Figure 1. I/O pins on the die edge (run 1).
(6 px per µm) Pins as bars across the die edge, other pins in gray.
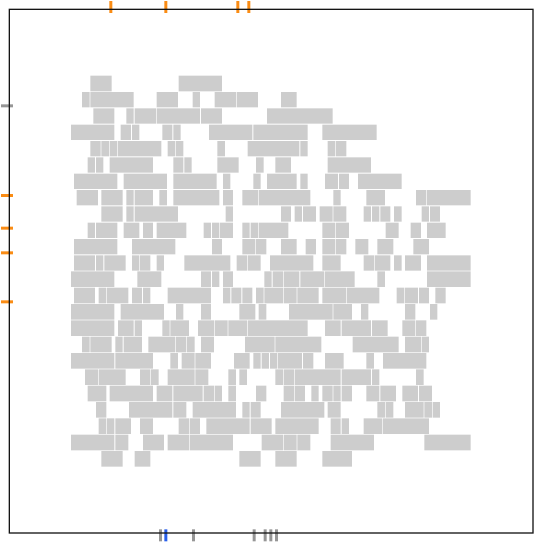
Figure 2. Cells by drive strength (run 1).
(6 px per µm)
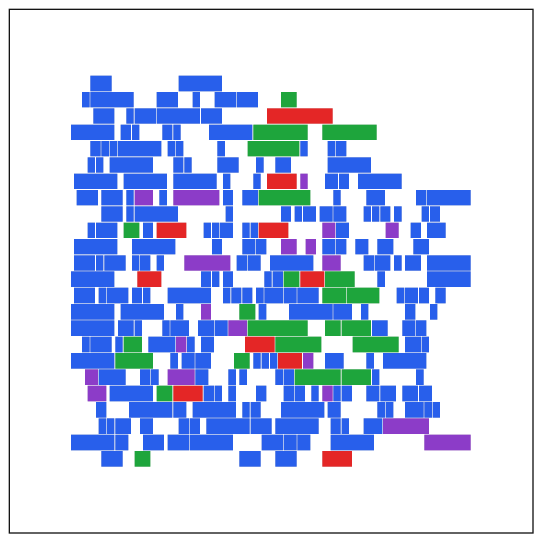
Figure 3. I/O nets highlighted (run 1).
(3 px per µm)
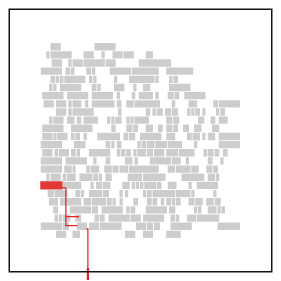
Figure 4. Metal layers overlaid (run 1).
(6 px per µm) Two of the layers only.
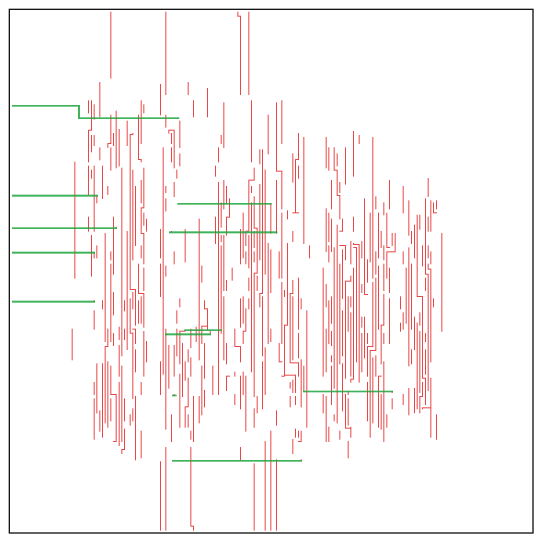
File: src/rtl/uart_pkg.sv
// Shared constants and state encoding for the 8N1 UART receiver.
package uart_pkg;

  localparam int unsigned DEFAULT_CLKS_PER_BIT = 10417;  // 9600 baud at 100 MHz
  localparam int unsigned DATA_BITS            = 8;
  localparam int unsigned STOP_BITS            = 1;

  typedef enum logic [1:0] {
    StIdle  = 2'd0,
    StStart = 2'd1,
    StData  = 2'd2,
    StStop  = 2'd3
  } rx_state_e;

endpackage

File: src/rtl/sync_2ff.sv
// Two-flop synchronizer for a single asynchronous bit; resets to the idle-high level.
module sync_2ff (
  input  logic clk,
  input  logic rst_n,
  input  logic d,
  output logic q
);

  logic meta_q;
  logic sync_q;

  always_ff @(posedge clk) begin
    if (!rst_n) begin
      meta_q <= 1'b1;
      sync_q <= 1'b1;
    end else begin
      meta_q <= d;
      sync_q <= meta_q;
    end
  end

  assign q = sync_q;

endmodule

File: src/rtl/uart_rx_8n1.sv
// 8N1 UART receiver: mid-bit sampling FSM, shift register and single-entry holding register.
module uart_rx_8n1
  import uart_pkg::*;
#(
  parameter int unsigned CLKS_PER_BIT = DEFAULT_CLKS_PER_BIT
) (
  input  logic       clk,
  input  logic       rst_n,
  input  logic       rx,
  output logic [7:0] rx_byte,
  output logic       rx_valid,
  input  logic       rx_ack,
  output logic       rx_busy,
  output logic       frame_err,
  output logic       overrun
);

  localparam logic [15:0] HalfTc = 16'((CLKS_PER_BIT >> 1) - 1);
  localparam logic [15:0] BitTc  = 16'(CLKS_PER_BIT - 1);
  localparam logic [2:0]  LastIdx = 3'(DATA_BITS - 1);

  logic rxs;

  sync_2ff u_sync (
    .clk   (clk),
    .rst_n (rst_n),
    .d     (rx),
    .q     (rxs)
  );

  rx_state_e   state_q, state_d;
  logic [15:0] timer_q, timer_d;
  logic [2:0]  idx_q, idx_d;
  logic [7:0]  shift_q, shift_d;
  logic [7:0]  byte_q, byte_d;
  logic        valid_q, valid_d;
  logic        err_q, err_d;
  logic        ovr_q, ovr_d;
  logic        ack_ok;

  always_comb begin
    state_d = state_q;
    timer_d = timer_q;
    idx_d   = idx_q;
    shift_d = shift_q;
    byte_d  = byte_q;
    valid_d = valid_q;
    err_d   = 1'b0;
    ovr_d   = ovr_q;
    ack_ok  = rx_ack & valid_q;

    if (ack_ok) begin
      valid_d = 1'b0;
      ovr_d   = 1'b0;
    end

    case (state_q)
      StIdle: begin
        if (!rxs) begin
          state_d = StStart;
          timer_d = 16'd0;
        end
      end
      StStart: begin
        if (timer_q == HalfTc) begin
          // A high line at mid start bit is a glitch; drop back silently.
          state_d = rxs ? StIdle : StData;
          timer_d = 16'd0;
          idx_d   = 3'd0;
        end else begin
          timer_d = timer_q + 16'd1;
        end
      end
      StData: begin
        if (timer_q == BitTc) begin
          shift_d = {rxs, shift_q[7:1]};
          timer_d = 16'd0;
          idx_d   = idx_q + 3'd1;
          if (idx_q == LastIdx) begin
            state_d = StStop;
          end
        end else begin
          timer_d = timer_q + 16'd1;
        end
      end
      StStop: begin
        if (timer_q == BitTc) begin
          state_d = StIdle;
          timer_d = 16'd0;
          if (rxs) begin
            // A same-cycle ack frees the holding register before the new byte lands.
            if (!valid_q || ack_ok) begin
              byte_d  = shift_q;
              valid_d = 1'b1;
            end else begin
              ovr_d = 1'b1;
            end
          end else begin
            err_d = 1'b1;
          end
        end else begin
          timer_d = timer_q + 16'd1;
        end
      end
      default: state_d = StIdle;
    endcase
  end

  always_ff @(posedge clk) begin
    if (!rst_n) begin
      state_q <= StIdle;
      timer_q <= 16'd0;
      idx_q   <= 3'd0;
      shift_q <= 8'h00;
      byte_q  <= 8'h00;
      valid_q <= 1'b0;
      err_q   <= 1'b0;
      ovr_q   <= 1'b0;
    end else begin
      state_q <= state_d;
      timer_q <= timer_d;
      idx_q   <= idx_d;
      shift_q <= shift_d;
      byte_q  <= byte_d;
      valid_q <= valid_d;
      err_q   <= err_d;
      ovr_q   <= ovr_d;
    end
  end

  assign rx_byte   = byte_q;
  assign rx_valid  = valid_q;
  assign rx_busy   = (state_q != StIdle);
  assign frame_err = err_q;
  assign overrun   = ovr_q;

endmodule
File: config.mk
export PLATFORM = sky130hd
export DESIGN_NAME = uart_rx_8n1
export DESIGN_NICKNAME = d
export VERILOG_FILES = /design/src/rtl/uart_pkg.sv /design/src/rtl/sync_2ff.sv /design/src/rtl/uart_rx_8n1.sv
export SDC_FILE = /design/constraint.sdc
export NUM_CORES = 1
export LEC_CHECK = 0
export CORE_MARGIN = 10
export CORE_UTILIZATION = 46
export DETAILED_ROUTE_END_ITERATION = 8
export GPL_TIMING_DRIVEN = 0
export HOLD_SLACK_MARGIN = 0.06
export PLACE_DENSITY = 0.68
export SLEW_MARGIN = 20
export SYNTH_ARGS = -nofsm -noshare
export SYNTH_HDL_FRONTEND = slang
export SYNTH_SLANG_ARGS = --single-unit
File: constraint.sdc
create_clock -name clk -period 2.2 [get_ports clk]
set_clock_uncertainty 0.05 [all_clocks]
set_input_delay 0.33 -clock clk [delete_from_list [all_inputs] [get_ports clk]]
set_output_delay 0.33 -clock clk [all_outputs]
set_load 0.005 [all_outputs]
==> flow_metrics.env, run 1 <==
# implementation run metrics
export IMPL_internal_power_uw=1130
export IMPL_worst_pin_slew_ns=1.05
export IMPL_min_delay_start="u_sync.meta_q$_SDFF_PN1_"
export IMPL_arrival_ns=2.28
export IMPL_cp_required_ns=2.33
export IMPL_topCombFamilyByArea="simple AND/OR/NAND/NOR gates"
export IMPL_post_drt_wl_per_cell_um=14.9
export IMPL_edf_count=0
export IMPL_pre_cts_ws_ns=-0.307
export IMPL_yosys_area_share_xor_xnor=0.00424
export IMPL_clk_path_buf_depth=2
export IMPL_grt_max_degree=14
export IMPL_die_area_mm2=0.00758
export IMPL_reg2reg_to="timer_q[13]$_SDFFE_PN0P_"
export IMPL_ys_sh_adder=0.0242
export IMPL_p_per_area_mw_per_mm2=569
export IMPL_warnings=28
export IMPL_seqPwrFrac=0.525
export IMPL_cts_tree="yes"
export IMPL_ioPinCount=16
export IMPL_fin_ws_ns=0.0462
export IMPL_maxSlewHeadroom=0.297
export IMPL_die_width_um=87.0
export IMPL_cts_sinks=42
export IMPL_min_period_over_period=0.979
export IMPL_numCtsBuffers=5
export IMPL_hold_viol_final=0
export IMPL_layout_area_seq_um2=853
export IMPL_lay_top_count="nand2_1"
export IMPL_path_clk_slew_ns=0.08
export IMPL_common_cells="nand2_1 (47), dfxtp_1 (42), nor2_1 (22)"
export IMPL_critPathLaunch="timer_q[0]$_SDFFE_PN0P_"
export IMPL_worstReg2RegStart="timer_q[0]$_SDFFE_PN0P_"
export IMPL_simple_gate_share=0.326
export IMPL_reg2reg_slack_ns=0.05
export IMPL_aoi_share=0.148
export IMPL_layout_top_cells="nand2_1 (45), dfxtp_1 (36), nor2_1 (22)"
export IMPL_p_switching_uw=332
export IMPL_io_buffers=15
export IMPL_vias=1823
export IMPL_startpoint_type="flop"
export IMPL_ctsRootBufferMaster="clkbuf_8"
export IMPL_topCellsByArea="dfxtp_1 (41%), nand2_1 (8.5%), mux2i_1 (4.8%)"
export IMPL_hold_depth=1
export IMPL_syn_mean_instance_area_um2=8.23
export IMPL_top_cell_area_share=0.407
export IMPL_dp_hpwl_um=3380
export IMPL_whs_endpoint="u_sync.q$_SDFF_PN1_"
export IMPL_dr_pass1_iters=4
export IMPL_p_leak_uw=0.000953
export IMPL_syn_inst=251
export IMPL_cap_violations=0
export IMPL_avgViaCountPerCell=5.47
export IMPL_synth_flops=42
export IMPL_status="completed"
export IMPL_peakVddDrop_uv=340
export IMPL_synth_nets=259
export IMPL_largest_area_cell="dfxtp_1"
export IMPL_synth_area_mm2=0.00207
export IMPL_globalplace_congestion=0.890
export IMPL_drcViolationCount=0
export IMPL_drt_total_wl_um=4960
export IMPL_synth_async_reset_ratio=0
export IMPL_yosys_cell_count_top_type="nand2_1"
export IMPL_n_antenna_cell=0
export IMPL_grt_pass1_wl_um=8620
export IMPL_mux_share=0.0484
export IMPL_die_h_um=87.0
export IMPL_grt_pass1_vias=1732
export IMPL_area_growth_pct=24.2
export IMPL_synth_chip_area_mm2=0.00207
export IMPL_clkLatencyLatePin_ns=0.29
export IMPL_coreArea_mm2=0.00435
export IMPL_ys_types=44
export IMPL_fp_utilization=0.475
export IMPL_yosysWarningCount=0
export IMPL_std_cell_rows=24
export IMPL_final_nets=288
export IMPL_hold_buffers=0
export IMPL_finalSetupViolations=0
export IMPL_grt_overflow_total=0
export IMPL_clock_power_share=0.415
export IMPL_p_sw_frac=0.228
export IMPL_logic_area_mm2=0.00122
export IMPL_worstSetupPathType="flop to flop"
export IMPL_critPathMaxFanout=10
export IMPL_grt_usage=0.141
export IMPL_rsz0062_at_grt="yes"
export IMPL_h_tree_depth=2
export IMPL_final_max_slew_viol_count=0
export IMPL_hold_path_class="flop to flop"
export IMPL_rr_worst_depth=9
export IMPL_layout_min_cycle_time_ns=2.15
export IMPL_post_route_util=0.590
export IMPL_end_kind="flop"
export IMPL_ff_type="dfxtp_1"
export IMPL_combPwrFrac=0.060
export IMPL_ys_cells=251
export IMPL_antenna_found_initial=0
export IMPL_drt_iter0_markers=115
export IMPL_ys_seq_share=0.407
export IMPL_drive_gt1_frac=0.185
export IMPL_fill_cells=387
export IMPL_detail_route_antenna_nets=0
export IMPL_fmax_ghz=0.464
Back to the opening pictures, Figure 1:
legend:
  orange:
    port: `rx_byte`
    pins: 8
    direction: output
    edge: 4 top, 4 left
  blue:
    port: `rx_valid`
    pins: 1
    direction: output
    edge: bottom

Back to the opening pictures, Figure 2:
legend:
  green:
    size: _3 and _4 cells
    cells: 23
    share: 8.2%
  blue:
    size: _0 and _1 cells
    cells: 229
    share: 81%
  red:
    size: _6 and larger
    cells: 10
    share: 3.6%
  purple:
    size: _2 cells
    cells: 19
    share: 6.8%

Back to the opening pictures, Figure 3:
legend:
  red:
    port: `rx_valid`
    bits: 1
    direction: output
    edge: bottom
    end_cells: 1
    wire: 36.5 µm

Back to the opening pictures, Figure 4:
legend:
  green:
    layer: metal 3
    wire_length: 171 µm
  red:
    layer: metal 2
    wire_length: 2440 µm

[run 1: worst max-delay path: stages, from the launching register on]
cell and delay [ns]:
dfxtp_4 0.38, inv_2 0.08, ha_4 0.13, or4b_4 0.52, o41ai_4 0.25, o21ai_2 0.12
clkbuf_8 0.19, buf_6 0.15, nand3_1 0.08, o211ai_1 0.09
[run 1: metal layers]
layer	part of all wire	GRT usage
met5	0	0
met4	0.010	0.0501
met3	0.034	0.0440
met2	0.49	0.218
met1	0.46	0.181
[run 1: cell type report]
type / instances / share of cell area
plain buffers: 12 / 0.0288
clock buffers: 5 / 0.0268
clock inverters: 3 / 0.0156
inverters: 6 / 0.00877
multi-input cells: 189 / 0.476
flip-flops and latches: 42 / 0.332
well taps: 52 / 0.0253
repair buffers: 24 / 0.0863
[run 1: power groups by stage]
| stage | logic (µW) | clock network [µW] | registers [µW] |
|---|---|---|---|
| 5_1_grt | 97.0 | 661 | 769 |
| 3_5_place_dp | 77.1 | 0 | 786 |
| 4_1_cts | 81.7 | 621 | 769 |
| 2_1_floorplan | 49.1 | 0 | 785 |
| 3_3_place_gp | 76.5 | 0 | 786 |
| 6_report | 87.1 | 606 | 767 |
[run 1: state kept, by name, summed over array words and instances (netlist names), named ones only]
register       flops
state_q            1
rx_valid           1
frame_err          1
shift_q            8
overrun            1
timer_q           16
u_sync.meta_q      1
idx_q              3
rx_byte            8
u_sync.q           1
[run 1: worst max path at each step]
stage	end	slack, ns	cells past startpoint
6_report	timer_q[13]$_SDFFE_PN0P_	0.05	9
5_1_grt	state_q[0]$_SDFFE_PN0P_	-0.06	7
4_1_cts	idx_q[1]$_SDFFE_PN0P_	0.02	9
3_5_place_dp	timer_q[13]$_SDFFE_PN0P_	-0.31	8
3_3_place_gp	timer_q[13]$_SDFFE_PN0P_	-0.27	8
2_1_floorplan	state_q[0]$_SDFFE_PN0P_	0.05	6
[run 1: timing repair]
| action | in CTS | in global routing |
|---|---|---|
| pin swaps | 5 | 3 |
| setup buffers | 5 | 3 |
| resized | 16 | 21 |
| gates cloned | 0 | 1 |
| setup endpoints to repair | 36 | 32 |
[run 1: metrics by stage]
stage	cell area, µm²	cells	hold WS, ns	power [µW]	TNS [ns]
finish	2570	333	0.397	1460	0
global route	2570	333	0.427	1530	-0.633
CTS	2500	331	0.395	1470	0
detailed placement	2290	318	0.363	863	-5.57
global placement	2290	318	0.367	862	-4.57
floorplan	2070	251	0.336	834	0
[run 1: logic make-up (layout without fill, tap and decap cells)]
logic type	after synthesis	in the layout
simple gates	127	127
xor+xnor	1	1
buf+inv	20	50
fa+ha+maj	4	4
flops	42	42
mux	10	10
compound gates	47	47
## Run 2: what changed since run 1
--- a/config.mk
+++ b/config.mk
@@ -11,6 +11,7 @@
 export GPL_TIMING_DRIVEN = 0
 export HOLD_SLACK_MARGIN = 0.06
 export PLACE_DENSITY = 0.68
+export RECOVER_POWER = 100
 export SLEW_MARGIN = 20
 export SYNTH_ARGS = -nofsm -noshare
 export SYNTH_HDL_FRONTEND = slang
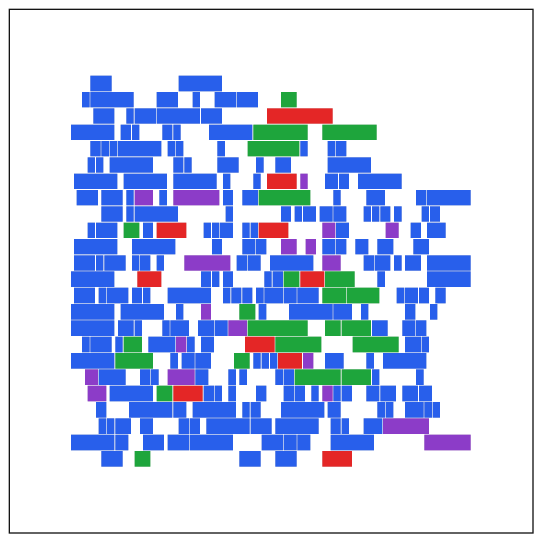
Figure 5: run 2, cells by drive strength.
(6 px per µm)
legend:
  red:
    size: _6 and larger
    cells: 10
    share: 3.6%
  blue:
    size: _0 and _1 cells
    cells: 229
    share: 81%
  green:
    size: _3 and _4 cells
    cells: 23
    share: 8.2%
  purple:
    size: _2 cells
    cells: 19
    share: 6.8%

==> run 2 against run 1 <==
Effect of this change:
- final cell count unchanged
- power about the same
- critical path depth unchanged
- critical path type unchanged
==> flow_metrics.env, run 2 <==
# implementation run metrics
export IMPL_maxSlewHeadroom=0.297
export IMPL_ctsRootBufferMaster="clkbuf_8"
export IMPL_avgViaCountPerCell=5.51
export IMPL_synth_async_reset_ratio=0
export IMPL_ff_type="dfxtp_1"
export IMPL_yosys_cell_count_top_type="nand2_1"
export IMPL_status="completed"
export IMPL_top_cell_area_share=0.407
export IMPL_h_tree_depth=2
export IMPL_clk_path_buf_depth=2
export IMPL_p_per_area_mw_per_mm2=569
export IMPL_globalplace_congestion=0.890
export IMPL_grt_util_met2=0.218
export IMPL_ys_cells=251
export IMPL_ioPinCount=16
export IMPL_rsz0062_at_grt="yes"
export IMPL_drcViolationCount=0
export IMPL_post_drt_wl_per_cell_um=14.9
export IMPL_die_area_mm2=0.00758
export IMPL_grt_pass1_wl_um=8620
export IMPL_cts_sinks=42
export IMPL_hold_viol_final=0
export IMPL_peakVddDrop_uv=339
export IMPL_layout_top_cells="nand2_1 (45), dfxtp_1 (36), nor2_1 (22)"
export IMPL_die_h_um=87.0
export IMPL_lay_top_count="nand2_1"
export IMPL_critPathMaxFanout=10
export IMPL_cp_required_ns=2.33
export IMPL_topCellsByArea="dfxtp_1 (41%), nand2_1 (8.5%), mux2i_1 (4.8%)"
export IMPL_slowest_stage="or4b_4"
export IMPL_ys_seq_share=0.407
export IMPL_yosysWarningCount=0
export IMPL_drt_total_wl_um=4960
export IMPL_power_total_uw=1460
export IMPL_numCtsBuffers=5
export IMPL_n_antenna_cell=0
export IMPL_io_buffers=15
export IMPL_final_max_slew_viol_count=0
export IMPL_antenna_found_initial=0
export IMPL_fp_utilization=0.475
export IMPL_end_kind="flop"
export IMPL_finalSetupViolations=0
export IMPL_busiest_layer="met2"
export IMPL_syn_inst=251
export IMPL_path_clk_slew_ns=0.08
export IMPL_std_cell_rows=24
export IMPL_die_width_um=87.0
export IMPL_cap_violations=0
export IMPL_worstSetupPathType="flop to flop"
export IMPL_grt_pass1_vias=1732
export IMPL_dr_pass1_iters=4
export IMPL_largest_area_cell="dfxtp_1"
export IMPL_detail_route_antenna_nets=0
export IMPL_grtUsageMet1=0.181
export IMPL_hold_path_class="flop to flop"
export IMPL_min_period_over_period=0.979
export IMPL_synth_area_mm2=0.00207
export IMPL_area_growth_pct=24.2
export IMPL_grt_overflow_total=0
export IMPL_synth_flops=42
export IMPL_crit_chain="inv_2 > ha_4 > or4b_4 > o41ai_4 > o21ai_2 > clkbuf_8 > buf_6 > nand3_1 > o211ai_1"
export IMPL_syn_mean_instance_area_um2=8.23
export IMPL_fmax_ghz=0.464
export IMPL_synth_nets=259
export IMPL_worst_pin_slew_ns=1.05
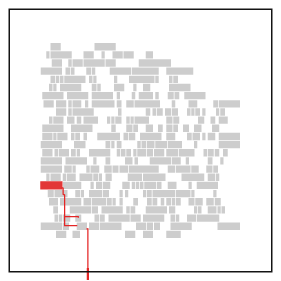
Figure 6: run 2, I/O nets highlighted.
(3 px per µm)
legend:
  red:
    port: `rx_valid`
    bits: 1
    direction: output
    edge: bottom
    end_cells: 1
    wire: 36.8 µm

-- run 2: timing repair --
item,4_1_cts,5_1_grt
pin swaps,5,3
hold buffers,0,0
buffers inserted,5,3
gates cloned,0,1
setup endpoints to repair,36,32
resized,16,21
-- run 2: per-stage QoR --
stage | util | setup slack, ns | std cells | cell area (µm²) | hold slack [ns]
after global placement | 0.526 | -0.268 | 318 | 2290 | 0.367
after floorplan | - | 0.0522 | 251 | 2070 | 0.336
after global routing | 0.590 | -0.0596 | 333 | 2570 | 0.427
final | 0.590 | 0.0452 | 333 | 2570 | 0.397
after CTS | 0.574 | 0.0204 | 331 | 2500 | 0.395
after detailed placement | 0.526 | -0.307 | 318 | 2290 | 0.363
-- run 2: worst paths after layout --
kind | from | endpoint | slack (ns) | depth (start not counted)
hold reg to reg | u_sync.meta_q$_SDFF_PN1_ | u_sync.q$_SDFF_PN1_ | 0.40 | 1
setup reg to reg | timer_q[0]$_SDFFE_PN0P_ | timer_q[13]$_SDFFE_PN0P_ | 0.05 | 9
setup / recovery | timer_q[0]$_SDFFE_PN0P_ | timer_q[13]$_SDFFE_PN0P_ | 0.05 | 9
hold / removal | u_sync.meta_q$_SDFF_PN1_ | u_sync.q$_SDFF_PN1_ | 0.40 | 1
-- run 2: routing by layer --
metal  vias up  wire [µm]
li1        944          -
met1       868       2280
met2        19       2450
met3         5        177
met4         0         52
met5         -          0
-- run 2: cell families after synthesis --
| group | Yosys count | synth area share |
|---|---|---|
| xor+xnor | 1 | 0.00424 |
| compound gates | 47 | 0.148 |
| mux | 10 | 0.0484 |
| flops | 42 | 0.407 |
| simple gates | 127 | 0.326 |
| fa+ha+maj | 4 | 0.0242 |
| buf+inv | 20 | 0.0418 |
-- run 2: worst register-to-register path, cell delays in order (launching register included) --
cell      delay, ns
dfxtp_4        0.38
inv_2          0.08
ha_4           0.13
or4b_4         0.52
o41ai_4        0.26
o21ai_2        0.12
clkbuf_8       0.19
buf_6          0.15
nand3_1        0.08
o211ai_1       0.09
-- run 2: layout make-up --
type / count / area [µm²]
Buffer: 12 / 73.8
Clock buffer: 5 / 68.8
Clock inverter: 3 / 40.0
Fill cell: 387 / 1790
Inverter: 6 / 22.5
Multi-Input combinational cell: 189 / 1220
Sequential cell: 42 / 853
Tap cell: 52 / 65.1
Timing Repair Buffer: 24 / 221
-- run 2: power by group --
| part | internal, µW | switching (µW) | total (µW) |
|---|---|---|---|
| Clock | 334 | 272 | 606 |
| Sequential | 762 | 5.11 | 767 |
| Combinational | 31.4 | 55.1 | 86.6 |
Figure 7. I/O pins on the die edge (run 2).
(6 px per µm) Pins as bars across the die edge, other pins in gray.
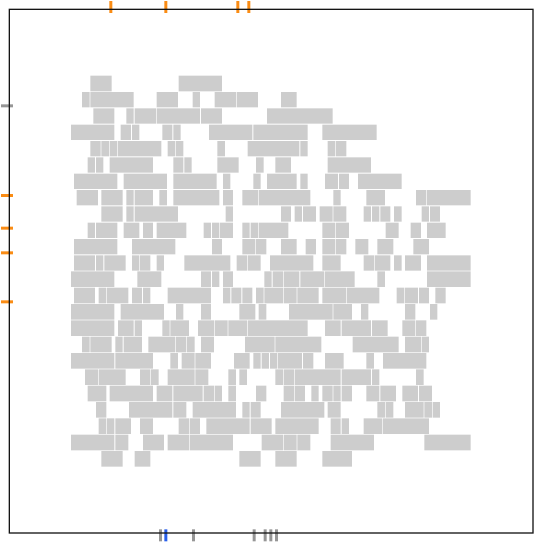

## Run 3: what changed since run 2
--- a/config.mk
+++ b/config.mk
@@ -12,6 +12,7 @@
 export HOLD_SLACK_MARGIN = 0.06
 export PLACE_DENSITY = 0.68
 export RECOVER_POWER = 100
+export SKIP_CTS_REPAIR_TIMING = 1
 export SLEW_MARGIN = 20
 export SYNTH_ARGS = -nofsm -noshare
 export SYNTH_HDL_FRONTEND = slang
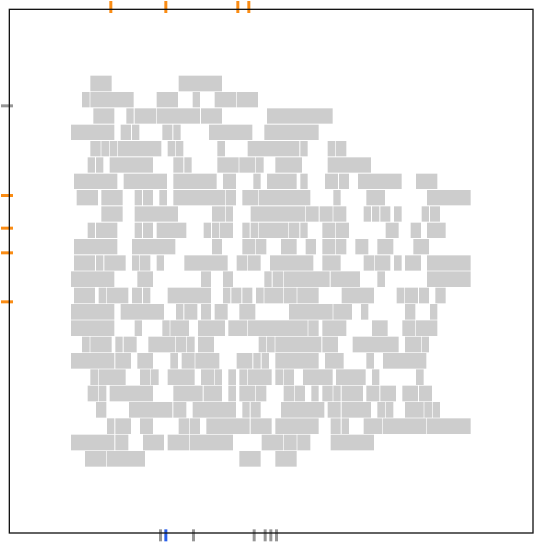
Figure 8: run 3, I/O pins on the die edge.
(6 px per µm) Pins as bars across the die edge, other pins in gray.
legend:
  blue:
    port: `rx_valid`
    pins: 1
    direction: output
    edge: bottom
  orange:
    port: `rx_byte`
    pins: 8
    direction: output
    edge: 4 top, 4 left
all pins by edge: 7 bottom, 5 left, 4 top

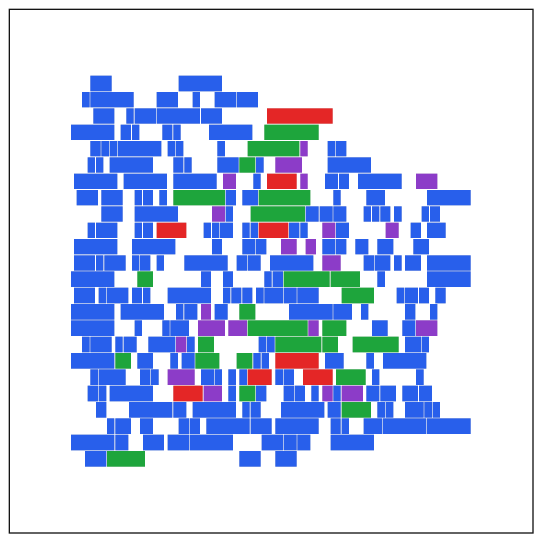
Figure 9: run 3, cells by drive strength.
(6 px per µm)
legend:
  purple:
    size: _2 cells
    cells: 21
    share: 7.5%
  blue:
    size: _0 and _1 cells
    cells: 226
    share: 81%
  red:
    size: _6 and larger
    cells: 8
    share: 2.9%
  green:
    size: _3 and _4 cells
    cells: 24
    share: 8.6%

==> run 3 against run 2 <==
Effect of this change:
- largest power group unchanged
- sequential share of layout area is 0.15 points lower
- clock power is 0.7% higher
- worst setup slack worse by 0.055 ns
- the run now ends with negative setup slack left
- largest cell class unchanged
- via count is 0.27% higher
- first-iteration DRC count is 7.0% higher
- global-route usage is 0.67 points lower
- critical path depth is 4 lower
- register-to-register slack worse by 0.05 ns
- wire length is 0.36% lower
==> flow_metrics.env, run 3 <==
# implementation run metrics
export IMPL_grt_overflow_total=0
export IMPL_peakVddDrop_uv=356
export IMPL_layout_top_cells="nand2_1 (44), dfxtp_1 (39), nor2_1 (22)"
export IMPL_h_tree_depth=2
export IMPL_grt_util_met2=0.203
export IMPL_synth_nets=259
export IMPL_busiest_layer="met2"
export IMPL_min_period_over_period=1.00
export IMPL_cts_sinks=42
export IMPL_ys_types=44
export IMPL_worstSetupPathType="flop to flop"
export IMPL_ctsRootBufferMaster="clkbuf_8"
export IMPL_std_cell_rows=24
export IMPL_grtUsageMet1=0.169
export IMPL_synth_flops=42
export IMPL_warnings=28
export IMPL_dp_hpwl_um=3380
export IMPL_fin_ws_ns=-0.00939
export IMPL_pre_cts_ws_ns=-0.307
export IMPL_post_route_util=0.591
export IMPL_ys_seq_share=0.407
export IMPL_synth_async_reset_ratio=0
export IMPL_fp_utilization=0.475
export IMPL_antenna_found_initial=0
export IMPL_aoi_share=0.148
export IMPL_maxSlewHeadroom=0.574
export IMPL_hold_path_class="flop to flop"
export IMPL_detail_route_antenna_nets=0
export IMPL_lay_top_count="nand2_1"
export IMPL_ioPinCount=16
export IMPL_violations="negative setup slack"
export IMPL_simple_gate_share=0.326
export IMPL_end_kind="flop"
export IMPL_slowest_stage="or4b_4"
export IMPL_die_width_um=87.0
export IMPL_area_growth_pct=24.6
export IMPL_clk_path_buf_depth=2
export IMPL_yosys_area_share_xor_xnor=0.00424
export IMPL_fin_area_mm2=0.00257
export IMPL_n_antenna_cell=0
export IMPL_p_per_area_mw_per_mm2=571
export IMPL_cts_tree="yes"
export IMPL_grt_pass1_vias=1679
export IMPL_p_leak_uw=0.000986
export IMPL_avgViaCountPerCell=5.56
export IMPL_crit_chain="or4b_4 > o41ai_4 > o21ai_2 > or4_4 > a21oi_2"
export IMPL_numCtsBuffers=5
export IMPL_critPathMaxFanout=7
export IMPL_top_cell_area_share=0.407
export IMPL_finalSetupViolations=1
export IMPL_drcViolationCount=0
export IMPL_grt_pass1_wl_um=8250
export IMPL_cp_required_ns=2.38
export IMPL_met3_usage=0.0581
export IMPL_die_h_um=87.0
export IMPL_syn_inst=251
export IMPL_drive_gt1_frac=0.190
export IMPL_yosys_cell_count_top_type="nand2_1"
export IMPL_synth_chip_area_mm2=0.00207
export IMPL_post_drt_wl_per_cell_um=14.9
export IMPL_fin_cells=331
export IMPL_yosysWarningCount=0
export IMPL_dr_pass1_iters=4
export IMPL_grt_max_degree=14
export IMPL_startpoint_type="flop"
export IMPL_topCombFamilyByArea="simple AND/OR/NAND/NOR gates"
export IMPL_topCellsByArea="dfxtp_1 (41%), nand2_1 (8.5%), mux2i_1 (4.8%)"
export IMPL_die_area_mm2=0.00758
export IMPL_grt_usage=0.135
export IMPL_final_max_slew_viol_count=0
export IMPL_ff_type="dfxtp_1"
export IMPL_hold_viol_final=0
export IMPL_layout_min_cycle_time_ns=2.21
export IMPL_ys_sh_adder=0.0242
export IMPL_dp_cells=318
export IMPL_fmax_ghz=0.453
export IMPL_rsz0062_at_grt="yes"
export IMPL_path_clk_slew_ns=0.08
export IMPL_drt_iter0_markers=122
export IMPL_top_register="timer_q"
export IMPL_drt_total_wl_um=4940
export IMPL_final_nets=286
export IMPL_ys_cells=251
export IMPL_dpl_cell_area_mm2=0.00229
export IMPL_cap_violations=0
export IMPL_synth_area_mm2=0.00207
export IMPL_io_buffers=15
export IMPL_critPathTopFamily="simple AND/OR/NAND/NOR gates"
export IMPL_worst_pin_slew_ns=0.636
export IMPL_status="finished with violations"
export IMPL_globalplace_congestion=0.890
export IMPL_clkLatencyLatePin_ns=0.30
export IMPL_mux_share=0.0484
export IMPL_syn_mean_instance_area_um2=8.23
export IMPL_arrival_ns=2.39
export IMPL_largest_area_cell="dfxtp_1"
## run 3: cell counts after synthesis
No cell type changed its count.
## run 3: power breakdown
group / total, µW / internal, µW / switching, µW
logic: 95.0 / 36.5 / 58.6
registers: 766 / 761 / 5.18
clock network: 610 / 334 / 276
total: 1470 / 1130 / 340
## run 3: per-stage QoR
stage	hold slack [ns]	total power (µW)
finish	0.393	1470
floorplan	0.336	834
global placement	0.367	862
global route	0.426	1530
detailed placement	0.363	863
CTS	0.395	1470
## run 3: final cells by class
cell class | count | area [µm²]
fillers | 387 | 1780
inverters | 6 | 22.5
flip-flops and latches | 42 | 852
repair buffers | 22 | 203
plain buffers | 12 | 76.3
clock inverters | 3 | 40.0
multi-input cells | 189 | 1250
well taps | 52 | 65.1
clock buffers | 5 | 68.8
## run 3: metal layers
layer / share of wire / wire, µm / vias to the layer above
met5: 0 / 0 / -
met4: 0.011 / 55 / 0
met3: 0.050 / 249 / 6
met2: 0.49 / 2420 / 29
met1: 0.45 / 2210 / 864
li1: - / - / 942
## run 3: worst paths after layout
| kind | from | to | slack [ns] | cells after the start |
|---|---|---|---|---|
| hold reg to reg | u_sync.meta_q$_SDFF_PN1_ | u_sync.q$_SDFF_PN1_ | 0.39 | 1 |
| setup / recovery | timer_q[3]$_SDFFE_PN0P_ | state_q[0]$_SDFFE_PN0P_ | -0.009 | 5 |
| hold / removal | u_sync.meta_q$_SDFF_PN1_ | u_sync.q$_SDFF_PN1_ | 0.39 | 1 |
| setup reg to reg | timer_q[3]$_SDFFE_PN0P_ | state_q[0]$_SDFFE_PN0P_ | -0.009 | 5 |
## run 3: cell families after synthesis
| kind of cell | count (synthesis) |
|---|---|
| AND-OR/OR-AND | 47 |
| XOR/XNOR | 1 |
| adder cells (fa/ha/maj) | 4 |
| buffers and inverters | 20 |
| flip-flops | 42 |
| multiplexers | 10 |
| AND/OR/NAND/NOR | 127 |
Power is estimated from default activity; no workload was simulated.
